### Clock nets

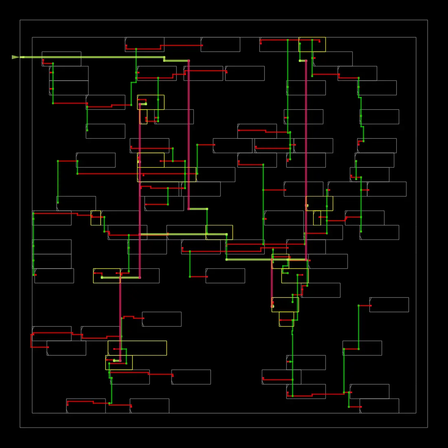
### I/O pins on the die edge

Drawn at 4 px/um. Pins as bars across the die edge, other pins in grey.
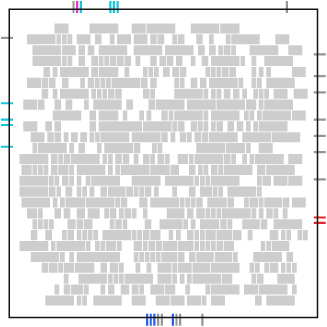
### Signal wires by layer

Drawn at 4 px/um. Only two layers are drawn.
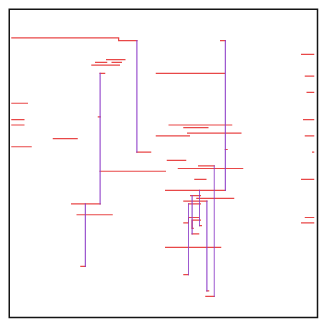
### Signal wires on met4

Drawn at 4 px/um.
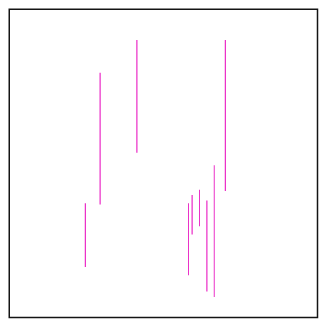
### Selected gate families

Drawn at 4 px/um.
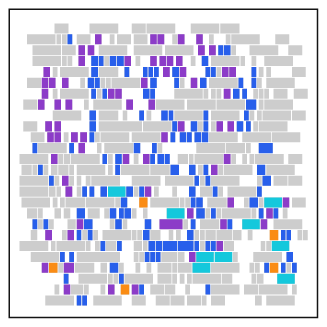
File: config.mk
export PLATFORM = sky130hd
export DESIGN_NAME = seg_scan_ctrl
export DESIGN_NICKNAME = d
export VERILOG_FILES = /design/src/rtl/seg_scan_pkg.sv /design/src/rtl/seg_slot_timer.sv /design/src/rtl/seg_scan_ctrl.sv
export SDC_FILE = /design/constraint.sdc
export NUM_CORES = 1
export LEC_CHECK = 0
export ABC_AREA = 1
export CORE_MARGIN = 2
export CORE_UTILIZATION = 61
export CTS_CLUSTER_DIAMETER = 60
export DETAILED_ROUTE_END_ITERATION = 10
export PLACE_DENSITY = 0.81
export SKIP_LAST_GASP = 1
export SYNTH_ARGS = -nofsm -noshare
export SYNTH_HDL_FRONTEND = slang
export SYNTH_SLANG_ARGS = --single-unit
File: constraint.sdc
create_clock -name clk -period 3 [get_ports clk]
set_input_delay 0.9 -clock clk [delete_from_list [all_inputs] [get_ports clk]]
set_output_delay 0.9 -clock clk [all_outputs]
set_load 0.01 [all_outputs]
File: src/rtl/seg_scan_pkg.sv
// Shared types and constants for the multiplexed 7-segment refresh scheduler.
// Latency: n/a (types, constants and a width helper only).
// Backpressure: n/a.
package seg_scan_pkg;

   // Scheduler phases: dark/idle, anti-ghosting gap, digit driven.
   typedef enum logic [1:0] {
      IDLE  = 2'd0,
      BLANK = 2'd1,
      ON    = 2'd2
   } scan_state_t;

   // Segment patterns {dp,g,f,e,d,c,b,a}, 1 = segment lit.
   localparam logic [7:0] SEG_0     = 8'h3F;
   localparam logic [7:0] SEG_1     = 8'h06;
   localparam logic [7:0] SEG_2     = 8'h5B;
   localparam logic [7:0] SEG_3     = 8'h4F;
   localparam logic [7:0] SEG_4     = 8'h66;
   localparam logic [7:0] SEG_5     = 8'h6D;
   localparam logic [7:0] SEG_6     = 8'h7D;
   localparam logic [7:0] SEG_7     = 8'h07;
   localparam logic [7:0] SEG_8     = 8'h7F;
   localparam logic [7:0] SEG_9     = 8'h6F;
   localparam logic [7:0] SEG_BLANK = 8'h00;
   localparam logic [7:0] SEG_ALL   = 8'hFF;

   // Index width for n items; never narrower than one bit.
   function automatic int digit_w(input int n);
      return (n < 2) ? 1 : $clog2(n);
   endfunction

endpackage

File: src/rtl/seg_slot_timer.sv
// Slot timer: per-digit slot counter plus the PWM phase counter used during ON.
// Latency: flags are combinational from the counters; pwm_on previews the next ON cycle.
// Backpressure: none; counters free-run while run is high and clear otherwise.
module seg_slot_timer
   import seg_scan_pkg::*;
#(
   parameter int SLOT_CYCLES  = 50000,
   parameter int BLANK_CYCLES = 500,
   parameter int BRIGHT_WIDTH = 4
) (
   input  logic                    clk,
   input  logic                    rst_n,
   input  logic                    run,
   input  logic                    on_cur,
   input  logic                    on_nxt,
   input  logic [BRIGHT_WIDTH-1:0] bright,
   output logic                    blank_done,
   output logic                    slot_last,
   output logic                    pwm_on
);

   localparam int SLOT_W = digit_w(SLOT_CYCLES);

   logic [SLOT_W-1:0]       slot_cnt;
   logic [BRIGHT_WIDTH-1:0] pwm_cnt;
   logic [BRIGHT_WIDTH-1:0] pwm_nxt;

   assign blank_done = run && (slot_cnt == SLOT_W'(BLANK_CYCLES - 1));
   assign slot_last  = run && (slot_cnt == SLOT_W'(SLOT_CYCLES - 1));

   // PWM phase for the coming cycle: zero on the first ON cycle, then counting.
   assign pwm_nxt = on_cur ? (pwm_cnt + BRIGHT_WIDTH'(1)) : '0;
   assign pwm_on  = (&bright) || (pwm_nxt < bright);

   // Slot counter spans BLANK + ON and restarts at every slot boundary or stop.
   always_ff @(posedge clk) begin
      if (!rst_n) begin
         slot_cnt <= '0;
      end else if (!run || slot_last) begin
         slot_cnt <= '0;
      end else begin
         slot_cnt <= slot_cnt + SLOT_W'(1);
      end
   end

   // PWM counter wraps freely inside ON and is held at zero elsewhere.
   always_ff @(posedge clk) begin
      if (!rst_n) begin
         pwm_cnt <= '0;
      end else if (on_nxt) begin
         pwm_cnt <= pwm_nxt;
      end else begin
         pwm_cnt <= '0;
      end
   end

endmodule

File: src/rtl/seg_scan_ctrl.sv
// Multiplexed 7-segment refresh scheduler with blank gaps, PWM and tear-free commit.
// Latency: all outputs registered; they reflect the state entered on the same edge.
// Backpressure: none; host writes and commits are always accepted.
module seg_scan_ctrl
   import seg_scan_pkg::*;
#(
   parameter int NUM_DIGITS   = 2,
   parameter int SLOT_CYCLES  = 50000,
   parameter int BLANK_CYCLES = 500,
   parameter int BRIGHT_WIDTH = 4
) (
   input  logic                             clk,
   input  logic                             rst_n,
   input  logic                             enable,
   input  logic                             wr_en,
   input  logic [digit_w(NUM_DIGITS)-1:0]   wr_addr,
   input  logic [7:0]                       wr_data,
   input  logic [BRIGHT_WIDTH-1:0]          brightness,
   input  logic                             commit,
   output logic [7:0]                       led_pins,
   output logic [NUM_DIGITS-1:0]            led_sel_n,
   output logic                             frame_done,
   output logic                             commit_pending
);

   localparam int                 DIGIT_W    = digit_w(NUM_DIGITS);
   localparam logic [DIGIT_W-1:0] LAST_DIGIT = DIGIT_W'(NUM_DIGITS - 1);

   scan_state_t             state, state_nxt;
   logic [DIGIT_W-1:0]      digit, digit_nxt;
   logic [7:0]              shadow [NUM_DIGITS];
   logic [7:0]              active [NUM_DIGITS];
   logic [BRIGHT_WIDTH-1:0] active_bright;
   logic                    run, blank_done, slot_last, pwm_on;
   logic                    boundary, apply, lit_nxt;

   assign run = enable && (state != IDLE);

   seg_slot_timer #(
      .SLOT_CYCLES  (SLOT_CYCLES),
      .BLANK_CYCLES (BLANK_CYCLES),
      .BRIGHT_WIDTH (BRIGHT_WIDTH)
   ) u_timer (
      .clk        (clk),
      .rst_n      (rst_n),
      .run        (run),
      .on_cur     (state == ON),
      .on_nxt     (state_nxt == ON),
      .bright     (active_bright),
      .blank_done (blank_done),
      .slot_last  (slot_last),
      .pwm_on     (pwm_on)
   );

   // Frame ends on the last cycle of the last digit's slot; commits land there or in IDLE.
   assign boundary = (state == ON) && slot_last && (digit == LAST_DIGIT);
   assign apply    = commit_pending && (boundary || (state == IDLE));
   assign lit_nxt  = (state_nxt == ON) && pwm_on;

   // Next-state and digit sequencing; dropping enable forces IDLE from anywhere.
   always_comb begin
      state_nxt = state;
      digit_nxt = digit;
      if (!enable) begin
         state_nxt = IDLE;
         digit_nxt = '0;
      end else begin
         case (state)
            IDLE: begin
               state_nxt = BLANK;
               digit_nxt = '0;
            end
            BLANK: begin
               if (blank_done) state_nxt = ON;
            end
            ON: begin
               if (slot_last) begin
                  state_nxt = BLANK;
                  digit_nxt = (digit == LAST_DIGIT) ? '0 : digit + DIGIT_W'(1);
               end
            end
            default: begin
               state_nxt = IDLE;
               digit_nxt = '0;
            end
         endcase
      end
   end

   // State and digit index registers.
   always_ff @(posedge clk) begin
      if (!rst_n) begin
         state <= IDLE;
         digit <= '0;
      end else begin
         state <= state_nxt;
         digit <= digit_nxt;
      end
   end

   // Host shadow bank; out-of-range addresses are dropped.
   always_ff @(posedge clk) begin
      if (!rst_n) begin
         for (int i = 0; i < NUM_DIGITS; i++) shadow[i] <= '0;
      end else if (wr_en && (int'(wr_addr) < NUM_DIGITS)) begin
         shadow[wr_addr] <= wr_data;
      end
   end

   // Active bank and brightness load from the shadow side only when a commit applies.
   always_ff @(posedge clk) begin
      if (!rst_n) begin
         for (int i = 0; i < NUM_DIGITS; i++) active[i] <= '0;
         active_bright  <= '0;
         commit_pending <= 1'b0;
      end else begin
         if (apply) begin
            active        <= shadow;
            active_bright <= brightness;
         end
         // A commit arriving on the applying edge stays queued for the next frame.
         commit_pending <= commit || (commit_pending && !apply);
      end
   end

   // Pin drivers follow the state being entered so they change on the same edge.
   always_ff @(posedge clk) begin
      if (!rst_n) begin
         led_pins   <= '0;
         led_sel_n  <= '1;
         frame_done <= 1'b0;
      end else begin
         frame_done <= boundary;
         if (lit_nxt) begin
            led_sel_n <= ~(NUM_DIGITS'(1) << digit_nxt);
            led_pins  <= active[digit_nxt];
         end else begin
            led_sel_n <= '1;
            led_pins  <= '0;
         end
      end
   end

endmodule

==> results_dict.tcl <==
# metrics dict for downstream scripts
set metrics [dict create \
    cts.clk_slew.worst_paths_ps 70 \
    grt_max_degree 42 \
    reg2reg_slack_ps 960 \
    top_cells_by_count "nand2_1, dfxtp_1, inv_1" \
    die_h_um 76.69 \
    ys_cells 451 \
    power.leakage_nw 1.537 \
    final_util 0.7396 \
    maxCapViolations 0 \
    post-route-cell-area_um2 3777 \
    grt.total_usage 0.2394 \
    routedWlPerCell_um 11.68 \
    cts.sinks 71 \
    dp.final_hpwl_mm 4.456 \
    first_iter_violations 197 \
    drive_gt1_frac 0.07645 \
    peakVddDrop_mv 0.3665 \
    ys_warn_count 0 \
    slew_viol_final 0 \
    synthFlopType "dfxtp_1" \
    startpoint_type "input port" \
    setup_tns_ps 0 \
    final.min_clock_period_ps 2357 \
    ant_nets 0 \
    area_growth_syn_to_layout_pct 17.20 \
    clockBufferDepth 2 \
    portBuffers 29 \
    seq_area_um2 1421 \
    yosysChipArea_um2 3223 \
    cp_slowest_stage_delay_ps 480 \
    worst_setup_path_end_kind "flop" \
    slew_headroom 0.6761 \
    fmax_mhz 424.3 \
    first_pass_iters 4 \
    vias 2829 \
    synth_nets 478 \
    coreArea_um2 5107 \
    path_buffers 2 \
    dpl_cell_area_um2 3565 \
    status "complete, no violations" \
    path_cells "clkdlybuf4s50_1, inv_1, nor2_4, nand2_1, nor2_1, nand3_1, nand2_1, nand2_1, nor2_2, nand3_2, nor2_1" \
    yosys.area_share.adder 0.03494 \
    cts_setup_buffers 0 \
    critPathSlowestCell "clkdlybuf4s50_1" \
    avgSynthCellArea_um2 7.147 \
    critPathKind "in2reg" \
    fillers 424 \
    worstMarginPinSlew_ps 484.7 \
    dieArea_um2 5881 \
    hold_viol_final 0 \
    die_w_um 76.69 \
    synthAoiAreaFrac 0.1153 \
    row_count 26 \
    synthTopLogicFamily "simple AND/OR/NAND/NOR gates" \
    syn_area_um2 3223 \
    ios 30 \
    top_cell "nand2_1" \
    cp_common_cell "nand2_1" \
    synthArstFlopShare 0 \
    grt_remaining_overflow 0 \
    crit_family "simple AND/OR/NAND/NOR gates" \
    initial_core_util 0.6311 \
    grt_pass1_vias 2601 \
    vias_per_cell 5.106 \
    synth_cells 451 \
    cts_hold_buf 0 \
    final_net_count 506 \
    muxShareOfSynthArea 0 \
    ys_types 30 \
    crit_path_max_fanout 8 \
    cp.required_ps 3280 \
    logic_area_um2 1464 \
    largest_area_cell "dfxtp_1" \
    arrival_ps 2640 \
    setup_violations 0 \
    top_area_frac 0.4410 \
    clockRootBuffer "clkbuf_8" \
    cts_tree "yes" \
    yosys.area_share.simple 0.2985 \
    grt_pass1_wl_mm 11.45 \
    drc 0 \
    synthTopCellsByArea "dfxtp_1, nand2_1, inv_1, a21oi_1, nor2_1" \
    wirelength_mm 6.473 \
    fin_crit_sh 0.7855 \
    edf_count 0 \
    grt_antenna_before_repair 0 \
    ys.flops 71 \
    htreeDepth 3 \
    clkLatencyLatePin_ps 340 \
    p_per_area_nw_per_um2 524.6 \
    antenna_cells 0 \
    rsz0062_at_grt "false" \
    min-delay-path-class "reg2reg" \
    cts_resized 0 \
    xor_area_frac 0.005435 \
    log.warning_count 29 \
    layout_top_cell "nand2_1" \
    lay_top_cells "nand2_1, dfxtp_1, inv_1, nor2_1, a21oi_1" \
    gp_congestion 0.9229 \
    synth_seq_share 0.4410 \
]
Notes on 'Clock nets' above:
Inserted Clock Buffers: 9
registers: 71
Clock Buffer Count: 11
Setup Skew: 9.053 ps

Notes on 'I/O pins on the die edge' above:
[blue] brightness | pins: 4 | direction: input | edge: bottom
[red] led_sel_n | pins: 2 | direction: output | edge: right
[magenta] wr_en | pins: 1 | direction: input | edge: top
[cyan] wr_data | pins: 8 | direction: input | edge: 4 left, 4 top

Notes on 'Signal wires by layer' above:
[red] metal 3 | wire length: 279 um
[purple] metal 4 | wire length: 205 um

Notes on 'Signal wires on met4' above:
longest straight run: 37.4 um
share of all routed wire: 3.2%
wire length on this layer: 205 um
nets with wire on the layer: 6
main direction: vertical

Notes on 'Selected gate families' above:
[purple] aoi and oai cells | cells: 70 | most used: a21oi_1
[blue] nand cells | cells: 127 | most used: nand2_1
[orange] and/or cells | cells: 5 | most used: or2_2
[cyan] fa/ha/maj cells | cells: 9 | most used: ha_1

[registers in the layout, indices dropped and copies added, names as in the netlist]
name and count:
active 16, shadow 16, u_timer.slot_cnt 16, led_pins 8, active_bright 4, u_timer.pwm_cnt 4, led_sel_n 2, state 2
commit_pending 1, digit 1, frame_done 1
[worst paths after layout]
kind                                  startpoint                        endpoint  cells after the start
hold / removal    u_timer.slot_cnt[0]$_SDFF_PP0_  u_timer.slot_cnt[0]$_SDFF_PP0_                      1
setup / recovery                          enable          led_pins[1]$_SDFF_PN0_                     11
hold reg to reg   u_timer.slot_cnt[0]$_SDFF_PP0_  u_timer.slot_cnt[0]$_SDFF_PP0_                      1
setup reg to reg  u_timer.slot_cnt[0]$_SDFF_PP0_          active[8]$_SDFFE_PN0P_                     11
[metrics by stage]
step | cells | hold WS [ps] | power [mW] | setup WS, ps
floorplan | 451 | 417.5 | 1.124 | 1074
global placement | 538 | 433.8 | 1.170 | 372.4
detailed placement | 538 | 445.6 | 1.176 | 326.7
CTS | 554 | 455.7 | 1.989 | 656.7
global route | 554 | 473.6 | 2.055 | 390.0
finish | 554 | 456.2 | 1.982 | 643.4
[area by class of cell]
type,instances,area share
clock buffer,11,0.03478
clock inverter,5,0.02153
inverter,67,0.06658
multi-input combinational,296,0.3875
sequential,71,0.3763
tap,70,0.02319
timing repair buffer,34,0.09010
[where the power goes]
| part | switching [mW] | internal (mW) | total (mW) |
|---|---|---|---|
| Clock | 0.355 | 0.470 | 0.825 |
| Combinational | 0.0946 | 0.0691 | 0.164 |
| Sequential | 0.0159 | 0.977 | 0.993 |
| Total | 0.465 | 1.52 | 1.98 |
[per-layer routing]
metal  GRT usage  vias up  share of wire
li1            -     1485              -
met4      0.1400        0          0.032
met5           0        -              0
met1      0.3100     1248           0.45
met2      0.3737       75           0.47
met3     0.04471       21          0.043
Power is estimated from default activity; no workload was simulated.
